[src/rtl/z16_dmem_arbiter.sv]
// z16_dmem_arbiter: shares the Z16 data memory between CPU (port 0) and DMA/debug (port 1) with a starvation guard
module z16_dmem_arbiter #(
   parameter int ADDR_W   = 16,
   parameter int DATA_W   = 16,
   parameter int RD_LAT   = 1,
   parameter int MAX_WAIT = 4
) (
   input  logic              i_clk,
   input  logic              i_rst_n,
   input  logic              i_req0,
   input  logic              i_we0,
   input  logic [ADDR_W-1:0] i_addr0,
   input  logic [DATA_W-1:0] i_wdata0,
   output logic              o_gnt0,
   input  logic              i_req1,
   input  logic              i_we1,
   input  logic [ADDR_W-1:0] i_addr1,
   input  logic [DATA_W-1:0] i_wdata1,
   output logic              o_gnt1,
   output logic [1:0]        o_rvalid,
   output logic [DATA_W-1:0] o_rdata,
   output logic [ADDR_W-1:0] o_mem_addr,
   output logic              o_mem_we,
   output logic [DATA_W-1:0] o_mem_wdata,
   output logic              o_mem_re,
   input  logic [DATA_W-1:0] i_mem_rdata
);
   logic [3:0]        wait_cnt;
   logic              force1;
   logic [RD_LAT-1:0] tag_v;
   logic [RD_LAT-1:0] tag_p;

   assign force1 = (wait_cnt == 4'(MAX_WAIT)) && i_req1;

   // Grant and memory-side mux; everything is held at zero while reset is asserted
   always_comb begin
      o_gnt1      = i_rst_n && (force1 || (i_req1 && !i_req0));
      o_gnt0      = i_rst_n && i_req0 && !force1;
      o_mem_addr  = o_gnt1 ? i_addr1 : o_gnt0 ? i_addr0 : '0;
      o_mem_wdata = o_gnt1 ? i_wdata1 : o_gnt0 ? i_wdata0 : '0;
      o_mem_we    = (o_gnt0 && i_we0) || (o_gnt1 && i_we1);
      o_mem_re    = (o_gnt0 && !i_we0) || (o_gnt1 && !i_we1);
   end

   // Count consecutive cycles port 1 is blocked, saturating at the forcing threshold
   always_ff @(posedge i_clk or negedge i_rst_n) begin
      if (!i_rst_n)
         wait_cnt <= '0;
      else if (!i_req1 || o_gnt1)
         wait_cnt <= '0;
      else if (wait_cnt != 4'(MAX_WAIT))
         wait_cnt <= wait_cnt + 4'd1;
   end

   // Read tag pipeline: {valid, port} tracks each read until its data returns from memory
   always_ff @(posedge i_clk or negedge i_rst_n) begin
      if (!i_rst_n) begin
         tag_v <= '0;
         tag_p <= '0;
      end else begin
         tag_v <= RD_LAT'({tag_v, o_mem_re});
         tag_p <= RD_LAT'({tag_p, o_gnt1});
      end
   end

   assign o_rvalid = {tag_v[RD_LAT-1] && tag_p[RD_LAT-1], tag_v[RD_LAT-1] && !tag_p[RD_LAT-1]};
   assign o_rdata  = (|o_rvalid) ? i_mem_rdata : '0;
endmodule

[config.mk]
export PLATFORM = sky130hd
export DESIGN_NAME = z16_dmem_arbiter
export DESIGN_NICKNAME = d
export VERILOG_FILES = /design/src/rtl/z16_dmem_arbiter.sv
export SDC_FILE = /design/constraint.sdc
export NUM_CORES = 1
export LEC_CHECK = 0
export CORE_ASPECT_RATIO = 0.6
export CORE_MARGIN = 2
export CORE_UTILIZATION = 19
export CTS_BUF_LIST = sky130_fd_sc_hd__clkbuf_4 sky130_fd_sc_hd__clkbuf_8
export DETAILED_ROUTE_END_ITERATION = 8
export HOLD_SLACK_MARGIN = 0.05
export PLACE_DENSITY = 0.75
export SETUP_SLACK_MARGIN = 0.2
export SYNTH_ARGS = -nofsm -noshare
export SYNTH_HDL_FRONTEND = slang
export SYNTH_SLANG_ARGS = --single-unit
[constraint.sdc]
create_clock -name i_clk -period 1.9 [get_ports i_clk]
set_input_delay 0.475 -clock i_clk [delete_from_list [all_inputs] [get_ports i_clk]]
set_output_delay 0.475 -clock i_clk [all_outputs]
set_load 0.05 [all_outputs]
### Clock wires, drivers and flops, run 1

The bar under the picture is 20 um long.
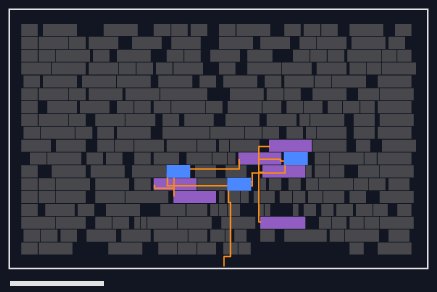
Key: purple = flip-flops [count 6]; blue = cells driving clock nets [count 3]; orange = clock wires [length 110 um]
There are 4 routed clock nets.
Layout Skew: 1.09 ps
power of the clock network: 193 uW

### Placement by cell class, run 1

The bar under the picture is 20 um long.
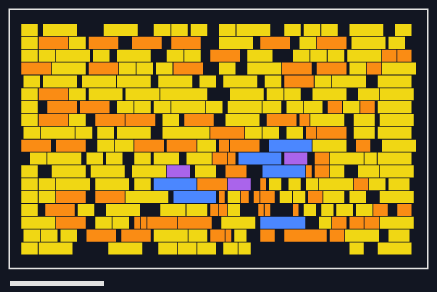
Key: blue = flip-flops [cells 6, share of their area 4.4%]; yellow = other buffers and delay cells [cells 168, share of their area 67%]; orange = all other logic [cells 76, share of their area 27%]; purple = cells driving clock nets [cells 3, share of their area 1.2%]
Seq area share: 4.32%
core outline area: 4100 um^2
count of standard-cell rows: 18
finished layout cell area: 3510 um^2
final core area utilization: 85.6%

### Placement view, run 1

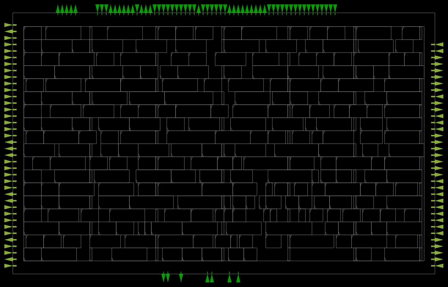
count of non-filler cells in the finished layout: 313
count of flip-flops and latches: 6

### Selected gate families, run 1

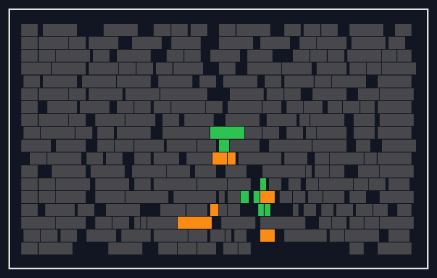
Key: green = NAND gates [cells 7]; orange = inverting AOI/OAI gates [cells 6, where south]
logic share of the area: 26.2%
highest-count logic cell in the final layout: sky130_fd_sc_hd__clkdlybuf4s50_1

==> impl_metrics.tcl, run 1 <==
# metrics dict for downstream scripts
set metrics [dict create \
    final.setup.worst_slack_ps -452 \
    max_clock_freq_ghz 0.425 \
    clk_path_buf_depth 2 \
    setup_viol_count_final 36 \
    yosys.stat.seqShare_pct 18.5 \
    design.die.area_um2 4820 \
    maxCapViolCount 0 \
    timing.critical_path.cells "inv_2 -> ha_4 -> nand3b_4 -> buf_6 -> a211oi_4 -> buf_6 -> buf_8 -> a22o_4 -> buf_12" \
    worst_ep_required_time_ps 1420 \
    failed_checks "setup timing" \
    gpl.final_weighted_congestion 0.814 \
    worst_setup_path_startpoint "wait_cnt[0]" \
    worst-r2r-setup-slack_ps 200 \
    logic_pwr_share_pct 74.5 \
    ctsRootBufferMaster "sky130_fd_sc_hd__clkbuf_8" \
    post-layout-total-power_uw 1310 \
    cellLeakagePower_uw 0.00163 \
    routed_via_density 4.59 \
    finalMaxSlewViolations 0 \
    syn-cell-area_um2 810 \
    synth-cells-yosys 90 \
    result_of_the_run "complete, but fails checks" \
    path_common_cell "sky130_fd_sc_hd__buf_6" \
    dp_hpwl_um 4040 \
    first_global_vias 1422 \
]
==> run 1: kinds of logic after synthesis <==
family | after synthesis | share of synthesized area [%]
AOI/OAI and AO/OA | 41 | 47.1
xor gates and xnor gates | 1 | 1.08
adders and majority gates | 2 | 3.09
buffers and inverters | 14 | 9.89
DFF | 6 | 18.5
and+or+nand+nor | 26 | 20.2
==> run 1: registers in the layout (all words and copies together), names as in the netlist <==
signal,flops
tag_p,1
tag_v,1
wait_cnt,4
==> run 1: layout make-up <==
cell class | count | area [um^2]
multi-input combinational | 70 | 920
timing repair buffer | 168 | 2300
clock buffer | 3 | 41.3
inverter | 6 | 22.5
fill | 219 | 591
sequential | 6 | 151
tap | 60 | 75.1
==> run 1: power by group through the flow <==
stage | logic [uW] | clock network, uW | registers, uW
2_1_floorplan | 385 | 0 | 142
3_3_place_gp | 882 | 0 | 143
3_5_place_dp | 891 | 0 | 144
4_1_cts | 962 | 195 | 145
5_1_grt | 1020 | 208 | 144
6_report | 978 | 193 | 142
==> run 1: how the worst min path moves through the flow <==
stage / to / cells past startpoint
after floorplan: tag_p / 0
after global placement: wait_cnt[2] / 1
after detailed placement: wait_cnt[2] / 1
after CTS: wait_cnt[2] / 1
after global routing: wait_cnt[0] / 3
final: tag_v / 3
==> run 1: metal layers <==
metal,vias to the layer above,GRT usage (%),share of wire (%)
met5,-,0,0
met4,0,2.27,0
met3,0,7.09,10
met2,87,40.1,53
met1,678,24.3,36
li1,671,-,-
==> run 1: what timing repair did <==
action                                  in CTS  in global routing
endpoints found under the setup margin      54                 48
cloned                                       4                  1
buffers inserted                             5                  6
pin swaps                                    9                 11
gates resized                               47                 14
==> run 1: worst register-to-register path: cells and delay by family, from the launching register on <==
| kind | cells | cell delay (ps) |
|---|---|---|
| AOI/OAI and AO/OA | 2 | 500 |
| adders and majority gates | 1 | 150 |
| buffers and inverters | 4 | 470 |
| DFF | 1 | 380 |
| and+or+nand+nor | 1 | 90 |
==> run 1: cell usage in the layout (no fill, tap or decap), drive strengths merged <==
cell	synthesis	final
dlymetal6s2s	0	9
ha	2	2
nand3	1	1
and2	17	17
buf	7	82
a311oi	1	1
clkdlybuf4s50	0	73
nor2b	1	1
inv	6	6
o21ai	2	2
nand3b	1	1
dfrtp	6	6
o211a	1	1
o32ai	2	2
xor2	1	1
nor3	1	1
nand2	4	4
clkbuf	1	4
a22o	34	34
a211oi	1	1
dlygate4sd2	0	3
nand2b	1	1
==> run 1: metrics by stage <==
step	instance area (um^2)	worst slack, ps	instances
final	3510	-452	313
after global routing	3510	-532	313
after CTS	3410	-483	306
after detailed placement	3110	-503	294
after global placement	3110	-492	294
after floorplan	1080	-211	90
## Run 2: what changed since run 1
--- a/config.mk
+++ b/config.mk
@@ -9,6 +9,7 @@
 export CORE_MARGIN = 2
 export CORE_UTILIZATION = 19
 export CTS_BUF_LIST = sky130_fd_sc_hd__clkbuf_4 sky130_fd_sc_hd__clkbuf_8
+export CTS_CLUSTER_DIAMETER = 40
 export DETAILED_ROUTE_END_ITERATION = 8
 export HOLD_SLACK_MARGIN = 0.05
 export PLACE_DENSITY = 0.75
### The metal 2 layer, run 2

Cells faint in the background.
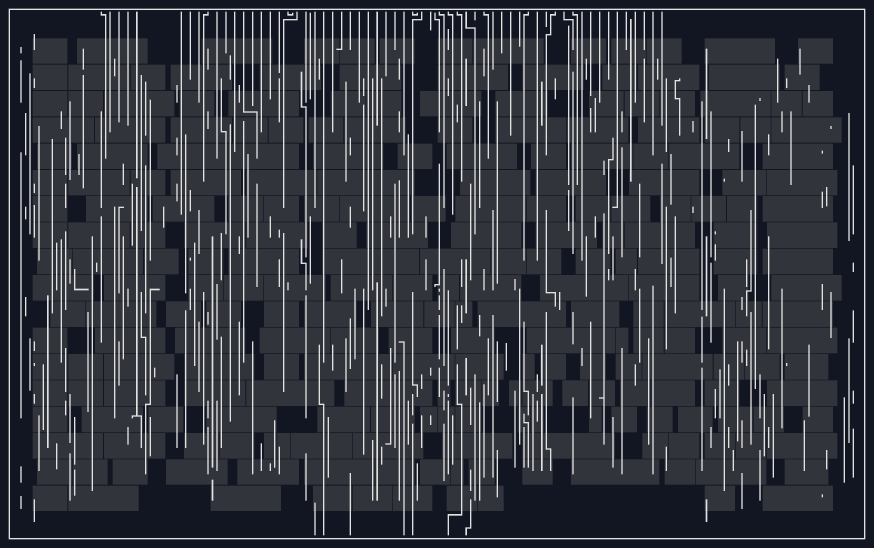
315 nets have wire on it. The layer carries 2900 um of wire. The longest straight run is 36.1 um. The wires run mostly vertical.
vias post-DR: 1436
final wirelength: 5430 um
met2 global-route usage: 40.1%

### Placement by cell class, run 2

The bar under the picture is 20 um long.
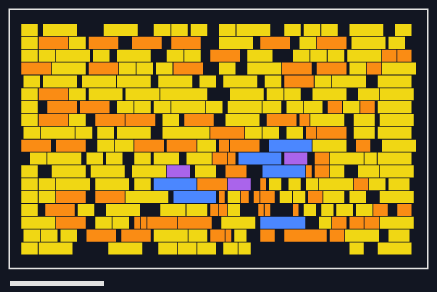
Key: blue = flip-flops [cells 6, share of their area 4.4%]; purple = cells driving clock nets [cells 3, share of their area 1.2%]; orange = all other logic [cells 76, share of their area 27%]; yellow = other buffers and delay cells [cells 168, share of their area 67%]

==> run 2 against run 1 <==
The flow still finishes with violations (setup timing); area after synthesis did not move; worst setup slack did not move; cell area did not move; final cell count did not move; core utilization did not move; hold slack did not move; largest cell class unchanged; count of clock-buffer cells in the layout did not move; wire length did not move.
==> impl_metrics.tcl, run 2 <==
# metrics dict for downstream scripts
set metrics [dict create \
    result_of_the_run "complete, but fails checks" \
    failed_checks "setup timing" \
    cellLeakagePower_uw 0.00163 \
    worst_ep_required_time_ps 1420 \
    yosys.stat.seqShare_pct 18.5 \
    final.setup.worst_slack_ps -452 \
    largest_register_ffs 4 \
    postLayoutCellArea_um2 3510 \
    regMostFlops "wait_cnt" \
    ctsRootBufferMaster "sky130_fd_sc_hd__clkbuf_8" \
    layout_skew_ps 1.09 \
    largest_registers "wait_cnt x4, tag_p x1, tag_v x1" \
    logic_pwr_share_pct 74.5 \
    worst-r2r-setup-slack_ps 200 \
    routed_via_density 4.59 \
    finalMaxSlewViolations 0 \
    layout_top_cells "73 x sky130_fd_sc_hd__clkdlybuf4s50_1, 55 x sky130_fd_sc_hd__buf_12, 34 x sky130_fd_sc_hd__a22o_4, 16 x sky130_fd_sc_hd__and2_4, 13 x sky130_fd_sc_hd__buf_4" \
    std_cell_rows 18 \
    setup_viol_count_final 36 \
    placement.setup.worst_slack_ps -503 \
    maxCapViolCount 0 \
]
## run 2: final cells by class
cell class	count	area, um^2
tap	60	75.1
timing repair buffer	168	2300
clock buffer	3	41.3
multi-input combinational	70	920
sequential	6	151
fill	219	591
inverter	6	22.5
## run 2: repair_timing
item | CTS | global route
setup endpoints to repair | 54 | 48
hold buffers | 0 | 0
buffers inserted | 5 | 6
pin swaps | 9 | 11
gates resized | 47 | 14
gates cloned | 4 | 1
## run 2: metrics by stage
step,instances,total power (uW),utilization [%]
2_1_floorplan,90,527,-
3_3_place_gp,294,1030,75.8
3_5_place_dp,294,1040,75.8
4_1_cts,306,1300,83.1
5_1_grt,313,1370,85.6
6_report,313,1310,85.6
## run 2: cell families (layout without fill, tap and decap cells)
logic type / after synthesis / in the layout / share of synthesized area (%)
AOI/OAI and AO/OA: 41 / 41 / 47.1
xor gates and xnor gates: 1 / 1 / 1.08
adders and majority gates: 2 / 2 / 3.09
buffers and inverters: 14 / 177 / 9.89
DFF: 6 / 6 / 18.5
and+or+nand+nor: 26 / 26 / 20.2
## run 2: tightest hold or removal path, stage by stage
cell	delay (ps)
sky130_fd_sc_hd__dlymetal6s2s_1	140
sky130_fd_sc_hd__buf_4	150
sky130_fd_sc_hd__buf_4	160
## run 2: layer usage
layer	part of all wire (%)	global-route usage [%]
met1	36	24.3
met2	53	40.1
met4	0	2.27
met3	10	7.09
met5	0	0
## run 2: power groups by stage
stage	Clock, uW	Combinational (uW)	Sequential [uW]
6_report	193	978	142
3_5_place_dp	0	891	144
3_3_place_gp	0	882	143
5_1_grt	208	1020	144
2_1_floorplan	0	385	142
4_1_cts	195	962	145
## run 2: worst max-delay path by stage
stage / startpoint / cells past startpoint / end
3_5_place_dp: i_req1 / 6 / o_mem_re
4_1_cts: wait_cnt[0] / 9 / o_mem_addr[9]
6_report: wait_cnt[0] / 9 / o_mem_wdata[10]
5_1_grt: wait_cnt[0] / 9 / o_mem_addr[13]
3_3_place_gp: i_rst_n / 6 / o_mem_wdata[10]
2_1_floorplan: wait_cnt[0] / 6 / o_mem_wdata[10]
Power figures rest on the tool's default switching activity, not on a simulated workload.
